## src/rtl/perceptron_classifier.sv

```systemverilog
`default_nettype none
// ============================================================================
// Module      : perceptron_classifier
// Description : Two-input perceptron inference engine. Waits for a trainer to
//               publish final weights (Finish_Flag), then classifies samples
//               one at a time over a valid/ready handshake using a single
//               shared 14x7 signed multiplier (two multiply cycles/sample).
// Revision    : 1.0 - initial release
// ----------------------------------------------------------------------------
// Configuration macro : ACCURACY_CNT_EN
//   defined   -> Err_Count counts delivered results with Y != expected t
//   undefined -> Err_Count is tied to zero, no comparator is built
// ----------------------------------------------------------------------------
// Ports
//   Clk, Rst          clock, asynchronous active-high reset
//   Finish_Flag       trainer strobe: W1in/W2in/Bin hold final weights
//   W1in, W2in, Bin   signed 14-bit weights and bias
//   x1, x2            signed 7-bit features
//   t                 expected class (01 = +1, 11 = -1)
//   in_valid/in_ready sample handshake
//   out_valid/out_ready result handshake
//   Y                 class (01 = +1, 11 = -1, 00 = dead-band)
//   net               signed 22-bit pre-activation sum
//   Sample_Count      delivered results (saturating)
//   Err_Count         misclassified delivered results (saturating)
// ============================================================================
module perceptron_classifier #(
    parameter int THETA = 0
) (
    input  logic        Clk,
    input  logic        Rst,
    input  logic        Finish_Flag,
    input  logic [13:0] W1in,
    input  logic [13:0] W2in,
    input  logic [13:0] Bin,
    input  logic [6:0]  x1,
    input  logic [6:0]  x2,
    input  logic [1:0]  t,
    input  logic        in_valid,
    output logic        in_ready,
    output logic        out_valid,
    input  logic        out_ready,
    output logic [1:0]  Y,
    output logic [21:0] net,
    output logic [7:0]  Sample_Count,
    output logic [7:0]  Err_Count
);

    localparam logic signed [21:0] THETA_POS = 22'(THETA);
    localparam logic signed [21:0] THETA_NEG = -THETA_POS;

    typedef enum logic [2:0] {
        WAIT_W = 3'd0,
        IDLE   = 3'd1,
        MUL1   = 3'd2,
        MUL2   = 3'd3,
        OUT    = 3'd4
    } state_t;

    state_t state_q, state_d;

    logic [13:0]        w1_q, w2_q, b_q;
    logic [6:0]         x1_q, x2_q;
    logic signed [21:0] acc_q;
    logic [21:0]        net_q;
    logic [1:0]         y_q, y_d;
    logic [7:0]         cnt_q;

    logic               accept, deliver, wload;
    logic [13:0]        mul_a;
    logic [6:0]         mul_b;
    logic signed [21:0] prod, addend, acc_sum;

    // ------------------------------------------------------------------
    // Next-state and handshake outputs
    // ------------------------------------------------------------------
    always_comb begin
        state_d   = state_q;
        in_ready  = 1'b0;
        out_valid = 1'b0;
        accept    = 1'b0;
        deliver   = 1'b0;
        case (state_q)
            WAIT_W: if (Finish_Flag) state_d = IDLE;
            IDLE: begin
                in_ready = 1'b1;
                if (in_valid) begin
                    accept  = 1'b1;
                    state_d = MUL1;
                end
            end
            MUL1: state_d = MUL2;
            MUL2: state_d = OUT;
            OUT: begin
                out_valid = 1'b1;
                if (out_ready) begin
                    deliver = 1'b1;
                    state_d = IDLE;
                end
            end
            default: state_d = WAIT_W;
        endcase
    end

    always_ff @(posedge Clk or posedge Rst) begin
        if (Rst) state_q <= WAIT_W;
        else     state_q <= state_d;
    end

    // ------------------------------------------------------------------
    // Shared multiplier: W1*x1 in MUL1, W2*x2 in MUL2. Operands are
    // sign-extended to the accumulator width so the low 22 bits of the
    // product are the exact signed result (|product| < 2^20).
    // ------------------------------------------------------------------
    assign wload   = Finish_Flag && ((state_q == WAIT_W) || (state_q == IDLE));
    assign mul_a   = (state_q == MUL2) ? w2_q : w1_q;
    assign mul_b   = (state_q == MUL2) ? x2_q : x1_q;
    assign prod    = {{8{mul_a[13]}}, mul_a} * {{15{mul_b[6]}}, mul_b};
    // MUL1 starts from the sign-extended bias, MUL2 continues the sum
    assign addend  = (state_q == MUL2) ? acc_q : {{8{b_q[13]}}, b_q};
    assign acc_sum = addend + prod;

    always_comb begin
        y_d = 2'b00;
        if (acc_sum > THETA_POS)      y_d = 2'b01;
        else if (acc_sum < THETA_NEG) y_d = 2'b11;
    end

    always_ff @(posedge Clk or posedge Rst) begin
        if (Rst) begin
            w1_q  <= '0;
            w2_q  <= '0;
            b_q   <= '0;
            x1_q  <= '0;
            x2_q  <= '0;
            acc_q <= '0;
            net_q <= '0;
            y_q   <= '0;
            cnt_q <= '0;
        end else begin
            if (wload) begin
                w1_q <= W1in;
                w2_q <= W2in;
                b_q  <= Bin;
            end
            if (accept) begin
                x1_q <= x1;
                x2_q <= x2;
            end
            if (state_q == MUL1) acc_q <= acc_sum;
            if (state_q == MUL2) begin
                acc_q <= acc_sum;
                net_q <= acc_sum;
                y_q   <= y_d;
            end
            if (deliver && (cnt_q != 8'hFF)) cnt_q <= cnt_q + 8'd1;
        end
    end

    assign Y            = y_q;
    assign net          = net_q;
    assign Sample_Count = cnt_q;

`ifdef ACCURACY_CNT_EN
    logic [1:0] t_q;
    logic [7:0] err_q;

    always_ff @(posedge Clk or posedge Rst) begin
        if (Rst) begin
            t_q   <= '0;
            err_q <= '0;
        end else begin
            if (accept) t_q <= t;
            if (deliver && (y_q != t_q) && (err_q != 8'hFF)) err_q <= err_q + 8'd1;
        end
    end

    assign Err_Count = err_q;
`else
    // Expected class is only needed for error counting
    logic unused_t;
    assign unused_t  = ^t;
    assign Err_Count = 8'd0;
`endif

endmodule
`default_nettype wire

```

## config.mk

```make
export PLATFORM = sky130hd
export DESIGN_NAME = perceptron_classifier
export DESIGN_NICKNAME = d
export VERILOG_FILES = /design/src/rtl/perceptron_classifier.sv
export SDC_FILE = /design/constraint.sdc
export NUM_CORES = 1
export LEC_CHECK = 0
export CORE_MARGIN = 2
export CORE_UTILIZATION = 35
export DETAILED_ROUTE_END_ITERATION = 7
export HOLD_SLACK_MARGIN = 0.03
export PLACE_DENSITY = 0.65
export SYNTH_ARGS = -nofsm -noshare
export SYNTH_HDL_FRONTEND = slang
export SYNTH_SLANG_ARGS = --single-unit
```

## constraint.sdc

```tcl
create_clock -name Clk -period 6.16 [get_ports Clk]
set_input_delay 0.616 -clock Clk [delete_from_list [all_inputs] [get_ports Clk]]
set_output_delay 0.616 -clock Clk [all_outputs]
set_load 0.01 [all_outputs]
```

### Signal wires on met4

(2 px per um)
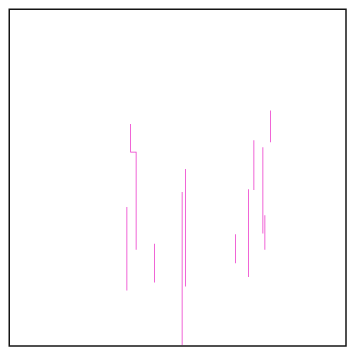
- longest straight run: 76.2 um
- nets with wire on the layer: 8
routed vias: 6,987
final WL: 22,000 um

### Wiring by layer

(1.5 px per um) Two of the layers only.
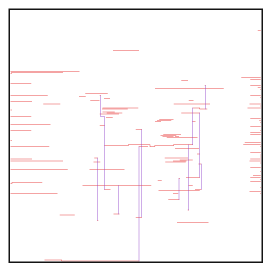
- met3: red (wire length 1,190 um)
- met4: purple (wire length 418 um)
Tot GR Track Use: 16.7%
routed len/inst: 15.1 um

==> results_slide.txt <==
Key Metrics from the Run

Floorplanning
  – IO Pins: 105
  – Rows: roughly 59
  – Die width: ~170 um
  – Die area: about 0.028 sq mm
  – Init Core Util: 35.8%

Job
  – Max Cap Violations: 0
  – OpenROAD warnings: 28

Timing
  – Fin. Hold Viols: 0
  – Max transition margin: 25.6%
  – RSZ-0062 raised after global routing: false
  – Setup Total Neg Slack: 0 ps
  – Worst Clk Skew: about 15 ps
  – Fin. max-slew vios: 0
  – Post-layout period usage of the worst path: 95.5%
  – Max Clk Rate: 170 MHz
  – Slew @ Worst Pin: ~1100 ps

CTS
  – CTS Sinks: ~110
  – Root Driver: clkbuf_16
  – Cts bufs inserted: 9
  – CTS tree: yes
  – Clk buf depth: 2

Global route
  – First-pass GRT wire length: 37,600 um
  – Vias in the first global route: about 7,300
  – Maximum number of pins on one net before global-route repair: 59
  – Initial antenna violation count: 0

Routing
  – Vias/cell: between 4 and 5
  – DRT met1 WL: 10,700 um
  – Metal2 WL: between 9000 and 10,000 um
  – Starting DRC count in detailed routing: about 430
  – DR top layer: met4
  – Met3 WL: between 1000 and 1500 um
  – Antenna Nets Post-Route: 0
  – Post-route DRC: 0

Worst setup path
  – WP buf/inv: 5
  – Crit path DRT: 6400 ps
  – CP max stage delay: 530 ps
  – Cell family with most CP delay: adder cells
  – Worst Path Arrival: between 6000 and 7000 ps
  – Worst setup EP type: flip-flop
  – CP Max Fanout: 26
  – CP most frequent cell: fa_1
  – FF-to-FF setup slack: 280 ps
  – CP Launch Type: flip-flop
  – Critical path class: reg2reg
  – Worst-path cell chain: nand3b_1 -> buf_12 -> buf_6 -> mux2i_1 -> buf_4 -> nor2_1 -> fa_1 -> fa_1 -> fa_1 -> inv_1 -> fa_1 -> inv_1 -> ha_1 -> a21o_1 -> a21o_1 -> a21o_1 -> or3_1 -> a2111oi_4 -> nand4b_1 -> nor4b_2 -> o21ai_1

Final layout
  – P&R area growth vs syn: 21.3%
  – Number of diodes: 0
  – Layout Nets: 1,332
  – Share of cells above drive strength 1: between 10% and 20%

Synthesis
  – Area figure in the yosys stat output: 0.00938 sq mm
  – Synth top cell by count: nand2_1
  – Yosys stat cell total: 996
  – Yosys warning tally: 0
  – Mapped Area: between 0.009 and 0.01 sq mm
  – Post-Synthesis Cells: 996
  – Top FF cell, synth: dfrtp_1
  – Post-synth area hogs: dfrtp_1 (30%), fa_1 (21%), mux2_2 (7.4%), nand2_1 (6.9%), ha_1 (6.7%)
  – Ys flops: ~110
  – Asr flop ratio synth: 100%

Placement
  – Port Buf Inserts: ~94
  – RePlAce Congestion: approximately 0.85
  – Post-DP HPWL: around 17,000 um

Outcome
  – Status: finished clean
### Selected gate families

(2 px per um)
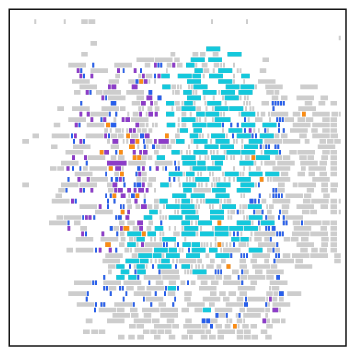
- NAND gates: blue (cells 194)
- AND and OR gates: orange (cells 25)
- adder and majority cells: cyan (cells 147)
- inverting AOI/OAI gates: purple (cells 86)
final cell count without fillers: 1,462
Top cell excl fill/tap: nand2_1
Comb area share: 51.7%

-- repair_timing --
| item | CTS | global route |
|---|---|---|
| resized | 0 | 10 |
| setup buffers | 0 | 2 |
| endpoints found under the setup margin | 0 | 1 |
-- routing by layer --
layer	vias up	track usage, %
met5	-	0
met4	0	5.33
met3	26	3.03
met2	158	25.9
met1	3396	23.7
li1	3407	-
-- final cells by class --
cell class | instances | area [sq um]
clock buffer | 9 | 225
clock inverter | 7 | 97.6
fill | 2500 | 14800
inverter | 155 | 584
multi-input combinational | 695 | 5880
sequential | 112 | 2800
tap | 335 | 419
timing repair buffer | 149 | 1370
-- registers in the layout, indices dropped and copies added (netlist names), 7 cells and up --
name and flops:
w2_q 14, x1_q 7, w1_q 14, net 22
Sample_Count 8, acc_q 22, b_q 14, x2_q 7
-- cells by family after synthesis --
logic type / count (synthesis) / share of synthesized area (%)
other: 1 / 0.0400
multiplexers: 85 / 9.92
XOR/XNOR: 21 / 1.96
buffers and inverters: 196 / 8.33
flip-flops: 112 / 29.9
AND/OR/NAND/NOR: 322 / 14.8
AND-OR/OR-AND: 112 / 7.67
adder cells (fa/ha/maj): 147 / 27.4
-- worst register-to-register path, cell delays in order (launching register included) --
cell       delay, ps
dfrtp_1          430
nand3b_1         150
buf_12           210
buf_6            210
mux2i_1          230
buf_4            190
nor2_1            60
fa_1             460
fa_1             530
fa_1             520
inv_1             60
fa_1             480
inv_1             40
ha_1             280
a21o_1           170
a21o_1           200
a21o_1           210
or3_1            390
a2111oi_4        390
nand4b_1         190
nor4b_2          270
o21ai_1           80
-- cell usage in the layout, fill, tap and decap left out, types with 4 or more instances in the layout --
master | netlist | layout
nand2_1 | 172 | 172
inv_1 | 153 | 152
dfrtp_1 | 112 | 112
fa_1 | 97 | 96
clkdlybuf4s50_1 | 0 | 94
nor2_1 | 81 | 80
mux2_2 | 62 | 62
buf_4 | 9 | 53
ha_1 | 50 | 50
o21ai_0 | 32 | 31
mux2i_1 | 22 | 21
a21o_1 | 16 | 16
a21oi_1 | 15 | 14
o21ai_1 | 13 | 14
xnor2_1 | 13 | 13
nor3_1 | 10 | 9
clkbuf_16 | 0 | 9
xor2_1 | 8 | 8
nand2b_1 | 8 | 8
conb_1 | 1 | 8
nand3_1 | 7 | 7
and2_1 | 6 | 6
nor2b_1 | 6 | 6
a211oi_1 | 5 | 5
or3_1 | 4 | 4
and3_1 | 4 | 4
o211ai_1 | 4 | 4
or2_2 | 4 | 4
-- per-stage QoR --
stage	hold slack, ps	instances	worst slack, ps	area [sq um]
finish	488	1462	280	11400
global route	516	1462	0.977	11400
CTS	491	1460	107	11300
detailed placement	469	1444	185	11000
global placement	463	1444	172	11000
floorplan	449	1003	25.8	9400
-- final timing paths --
check / startpoint / end / cells past startpoint
max: state_q[0] / Y[0] / 21
min: acc_q[4] / acc_q[4] / 2
max reg2reg: state_q[0] / Y[0] / 21
min reg2reg: acc_q[4] / acc_q[4] / 2
max in group asynchronous: Rst / acc_q[17] / 3
min in group asynchronous: Rst / Sample_Count[4] / 2
